**Run 1: signal wires on met1**

Drawn at 8 px/um. Supply wires on this layer in grey. Cells faint in the background.
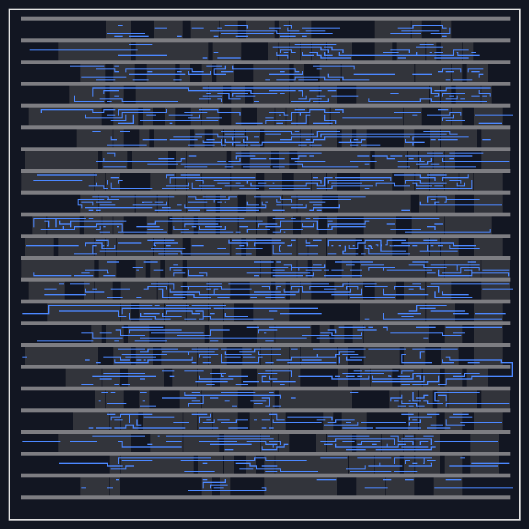
**Run 1: M2 wires**

Drawn at 8 px/um.
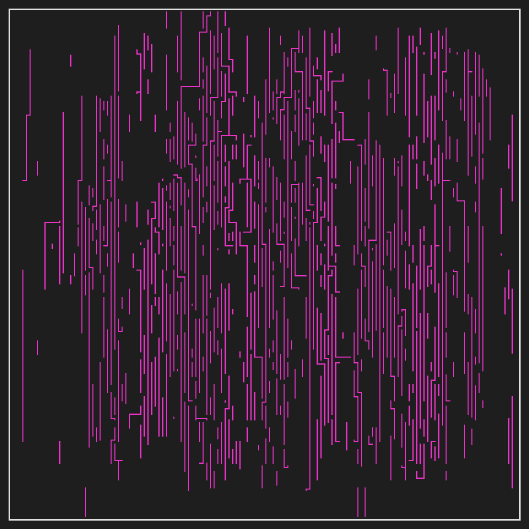
**Run 1: M3 wires**

Drawn at 10 px/um. Cells faint in the background.
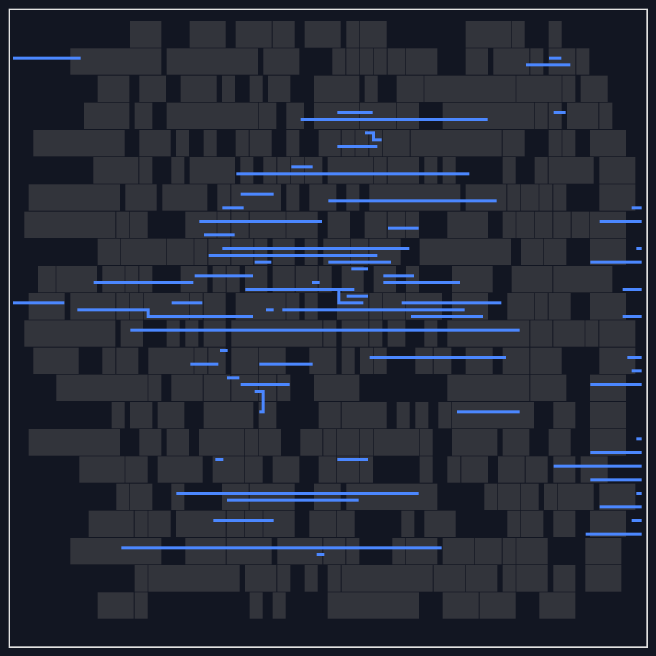
==> config.mk <==
export PLATFORM = sky130hd
export DESIGN_NAME = simple_hazard_ctrl
export DESIGN_NICKNAME = d
export VERILOG_FILES = /design/src/rtl/simple_hazard_ctrl.sv
export SDC_FILE = /design/constraint.sdc
export NUM_CORES = 1
export LEC_CHECK = 0
export ABC_CLOCK_PERIOD_IN_PS = 5600
export CORE_UTILIZATION = 61
export CTS_CLUSTER_SIZE = 40
export DETAILED_ROUTE_END_ITERATION = 8
export GPL_ROUTABILITY_DRIVEN = 0
export PLACE_DENSITY = 0.87
export SLEW_MARGIN = 20
export SYNTH_ARGS = -nofsm -noshare
export SYNTH_HDL_FRONTEND = slang
export SYNTH_SLANG_ARGS = --single-unit
==> constraint.sdc <==
create_clock -name clock -period 5.6 [get_ports clock]
set_clock_uncertainty 0.1 [all_clocks]
set_input_delay 0.56 -clock clock [delete_from_list [all_inputs] [get_ports clock]]
set_output_delay 0.56 -clock clock [all_outputs]
set_load 0.01 [all_outputs]
==> results.ini, run 1 <==
[status]
run_status=complete, no violations

[critical_path]
cpMostUsedCell=o22ai_1
max_stage_delay_ns=0.66
cp_num_cells=12
worstPathRequired_ns=5.71
cpLargestDelayFamily=simple AND/OR/NAND/NOR gates
cp.buffers_inverters=2
path_max_fanout=18

[synth]
synth_cells=298
yosysMostFrequentCell=nand2_1
ys.flops=20
synth_seq_share=0.216
synthTopCellsByArea=dfrtp_1 22%, ha_1 13%, nand2_1 7.0%, nor2_1 6.5%, inv_1 3.4%
synth_chip_area_um2=2320
syn_nets=346
syn_area_um2=2320
yosys_warnings=0

[drt]
drtPass1Iterations=5
drt_iter0_markers=163
via_per_inst=6.50

[cells_and_area]
nets=373
largest_reg_flops=16
fillCellCount=295
fin_util=0.728
mi_logic_area_um2=1690
final_area_um2=2670
lay_top_cells=43 x nand2_1, 40 x nor2_1, 27 x clkdlybuf4s50_1
syn_to_final_growth_pct=15.1

[power_and_ir_drop]
p_leak_nw=1.16
ir_worst_vdd_mv=0.196

[timing]
worstMarginPinSlew_ns=0.785
slew_headroom=0.476
drv_slew=0

[die]
die_h_um=63.6
fp_util=0.633

[grt]
grt_pass1_vias=2135
grt_max_degree=21
grt_first_pass_wirelength_um=10100

[clock_tree]
clockBufferDepth=2
cts_tree=done
cts_setup_buffers=0
path_clk_slew_ns=0.07

[worst_hold_path]
hold_path_depth=1
min_path_type=flop to flop

[placement]
placed_area_um2=2610
place_ws_ns=1.03

[flow_run]
max-cap-violations=0

About 'signal wires on met1':
longest straight run: 28.5 um
nets with wire on the layer: 330
wire length on this layer: 2,610 um
share of all routed wire: 43%
M1 GR Usage: 0.436
DRT Wirelength: 6120 um
vias: 2,417

About 'M2 wires':
main direction: vertical
longest straight run: 39.1 um
nets with wire on the layer: 320
wire length on this layer: 2,960 um
met2 usage: 0.535

About 'M3 wires':
nets with wire on the layer: 58
wire length on this layer: 449 um
longest straight run: 38.6 um
share of all routed wire: 7.3%
main direction: horizontal
met3 GRT Util: 0.0308

[run 1: through the flow]
stage / total power, mW / hold slack (ns) / instances
final: 0.561 / 0.389 / 372
after global routing: 0.601 / 0.415 / 372
after CTS: 0.555 / 0.390 / 372
after detailed placement: 0.440 / 0.375 / 368
after global placement: 0.432 / 0.364 / 368
after floorplan: 0.366 / 0.339 / 298
[run 1: layout make-up]
type	count	area share
inverters	21	0.0296
repair buffers	28	0.104
clock buffers	4	0.0206
flip-flops and latches	20	0.188
multi-input cells	251	0.635
well taps	48	0.0225
[run 1: worst reg2reg max path, delay by kind of cell (launching register included)]
kind / cells / cell delay (ns)
AOI/OAI and AO/OA: 3 / 0.45
adders and majority gates: 1 / 0.51
DFF: 1 / 0.48
and+or+nand+nor: 6 / 2.10
[run 1: cell families (layout without fill, tap and decap cells)]
logic type,Yosys count,in the layout,share of synthesized area
DFF,20,20,0.216
adders and majority gates,25,25,0.134
and+or+nand+nor,149,149,0.329
muxes,5,5,0.0383
AOI/OAI and AO/OA,72,72,0.229
buffers and inverters,27,53,0.0529
[run 1: layer usage]
layer  track usage  up-vias  part of all wire
met5             0        -                 0
met4        0.0966        0             0.017
met3        0.0308       11             0.073
met2         0.535      111              0.48
met1         0.436     1137              0.43
li1              -     1158                 -
[run 1: report_power, final]
| part | internal [mW] | switching [mW] |
|---|---|---|
| Sequential | 0.169 | 0.0433 |
| Combinational | 0.0956 | 0.137 |
| Clock | 0.0628 | 0.0530 |
## Run 2: what changed since run 1
--- a/config.mk
+++ b/config.mk
@@ -5,12 +5,12 @@
 export SDC_FILE = /design/constraint.sdc
 export NUM_CORES = 1
 export LEC_CHECK = 0
-export ABC_CLOCK_PERIOD_IN_PS = 5600
-export CORE_UTILIZATION = 61
+export ABC_CLOCK_PERIOD_IN_PS = 3700
+export CORE_UTILIZATION = 51
 export CTS_CLUSTER_SIZE = 40
 export DETAILED_ROUTE_END_ITERATION = 8
 export GPL_ROUTABILITY_DRIVEN = 0
-export PLACE_DENSITY = 0.87
+export PLACE_DENSITY = 0.77
 export SLEW_MARGIN = 20
 export SYNTH_ARGS = -nofsm -noshare
 export SYNTH_HDL_FRONTEND = slang
==> constraint.sdc (replaced) <==
create_clock -name clock -period 3.7 [get_ports clock]
set_clock_uncertainty 0.1 [all_clocks]
set_input_delay 0.37 -clock clock [delete_from_list [all_inputs] [get_ports clock]]
set_output_delay 0.37 -clock clock [all_outputs]
set_load 0.01 [all_outputs]
**Run 2: M3 wires**

Drawn at 8 px/um. Cells faint in the background.
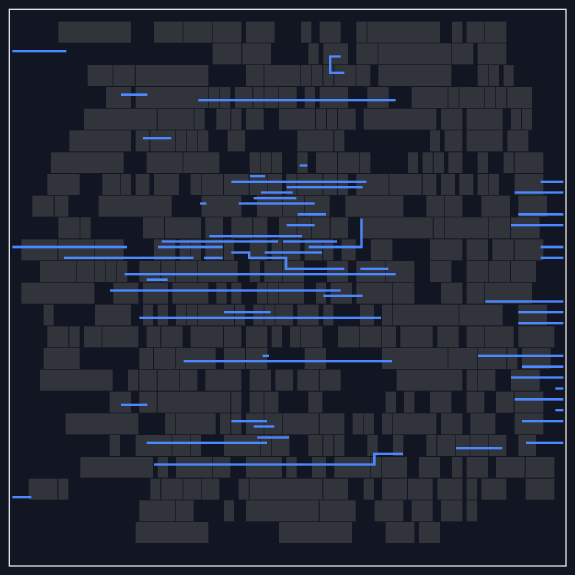
met3 GRT Util: 0.0320
vias: 2,469
DRT Wirelength: 6380 um

==> run 2 against run 1 <==
Against the previous run:
- core utilization fell by 4.6 points
- largest power group unchanged
- worst setup slack lost 1.0 ns
- sequential share of layout area fell by 1.9 points
- sequential cell count did not move
- cell area up 11%
- clock-buffer cell count unchanged
==> results.ini, run 2 <==
[critical_path]
path_max_fanout=10  ; was 18
rrSetupSlack_ns=0.34  ; was 1.90 ns
cpLargestDelayFamily=simple AND/OR/NAND/NOR gates  ; unchanged
cp.buffers_inverters=4  ; was 2
worstPathRequired_ns=3.80  ; was 5.71 ns
cp_num_cells=12  ; unchanged
max_stage_delay_ns=0.61  ; was 0.66 ns

[grt]
grt_first_pass_wirelength_um=10000  ; was 10,100 um
grt_max_degree=21  ; unchanged
grt_pass1_vias=2329  ; was 2,135

[cells_and_area]
final_area_um2=2970  ; was 2670 um2
lay_top_cells=43 x nand2_1, 40 x nor2_1, 31 x buf_4  ; was 43 x nand2_1, 40 x nor2_1, 27 x clkdlybuf4s50_1
nets=404  ; was 373
largest_reg_flops=16  ; unchanged

[synth]
yosys_warnings=0  ; unchanged
synthTopCellsByArea=dfrtp_1 22%, ha_1 13%, nand2_1 7.0%, nor2_1 6.5%, inv_1 3.4%  ; unchanged
ys.flops=20  ; unchanged
synth_cells=298  ; unchanged
synth_chip_area_um2=2320  ; unchanged
syn_area_um2=2320  ; unchanged
syn_nets=346  ; unchanged
synth_seq_share=0.216  ; unchanged
yosysMostFrequentCell=nand2_1  ; unchanged

[worst_hold_path]
min_path_type=flop to flop  ; unchanged
hold_path_depth=1  ; unchanged

[drt]
drtPass1Iterations=7  ; was 5
drt_iter0_markers=153  ; was 163
via_per_inst=6.07  ; was 6.50
drcViolationCount=0  ; unchanged

[placement]
place_ws_ns=-0.0755  ; was 1.03 ns
placed_area_um2=2860  ; was 2610 um2

[power_and_ir_drop]
p_leak_nw=1.34  ; was 1.16 nW
ir_worst_vdd_mv=0.190  ; was 0.196 mV

[flow_run]
max-cap-violations=0  ; unchanged

[clock_tree]
cts_tree=done  ; unchanged
path_clk_slew_ns=0.08  ; was 0.07 ns
clk_latency_ns=0.26  ; was 0.27 ns
cts_setup_buffers=0  ; unchanged
clockBufferDepth=2  ; unchanged

[timing]
worstMarginPinSlew_ns=0.791  ; was 0.785 ns
drv_slew=0  ; unchanged
finalHoldViolations=0  ; unchanged
slew_headroom=0.472  ; was 0.476

[status]
run_status=complete, no violations  ; unchanged

[die]
die_h_um=69.4  ; was 63.6 um
fp_util=0.532  ; was 0.633
num_rows=24  ; was 22

==> run 2: cell families (layout without fill, tap and decap cells) <==
family / after synthesis / count (layout) / share of synthesized area
buffers and inverters: 27 / 84 / 0.0529
DFF: 20 / 20 / 0.216
AOI/OAI and AO/OA: 72 / 72 / 0.229
and+or+nand+nor: 149 / 149 / 0.329
muxes: 5 / 5 / 0.0383
adders and majority gates: 25 / 25 / 0.134
==> run 2: layout make-up <==
type,count,area [um2]
clock buffer,4,55.1
tap,52,65.1
multi-input combinational,251,1740
sequential,20,500
inverter,21,78.8
timing repair buffer,59,526
fill,360,1390
==> run 2: layer usage <==
metal,track usage,wire length (um),part of all wire
met1,0.335,2750,0.43
met2,0.434,3040,0.48
met3,0.0320,482,0.076
met4,0.0930,102,0.016
met5,0,0,0
==> run 2: through the flow <==
step | total power, mW | hold slack [ns] | utilization | TNS [ns] | instances
final | 0.889 | 0.380 | 0.682 | 0 | 407
after global routing | 0.958 | 0.398 | 0.682 | -0.00429 | 407
after CTS | 0.877 | 0.386 | 0.670 | 0 | 407
after detailed placement | 0.703 | 0.372 | 0.657 | -0.202 | 403
after global placement | 0.690 | 0.364 | 0.657 | -0.0608 | 403
after floorplan | 0.554 | 0.234 | - | 0 | 298
==> run 2: worst register-to-register path, cell delays in order (launching register included) <==
cell      delay, ns
dfrtp_1        0.47
nor4b_1        0.35
a311oi_1       0.09
nand4b_1       0.11
nand4_1        0.18
maj3_2         0.45
or4_1          0.61
buf_4          0.18
o221a_2        0.29
nor4_4         0.28
and3b_1        0.19
==> run 2: where the power goes <==
group / internal (mW) / total (mW) / switching [mW]
Sequential: 0.255 / 0.320 / 0.0646
Clock: 0.0947 / 0.167 / 0.0727
Combinational: 0.178 / 0.402 / 0.224
Power and IR drop assume default switching activity.
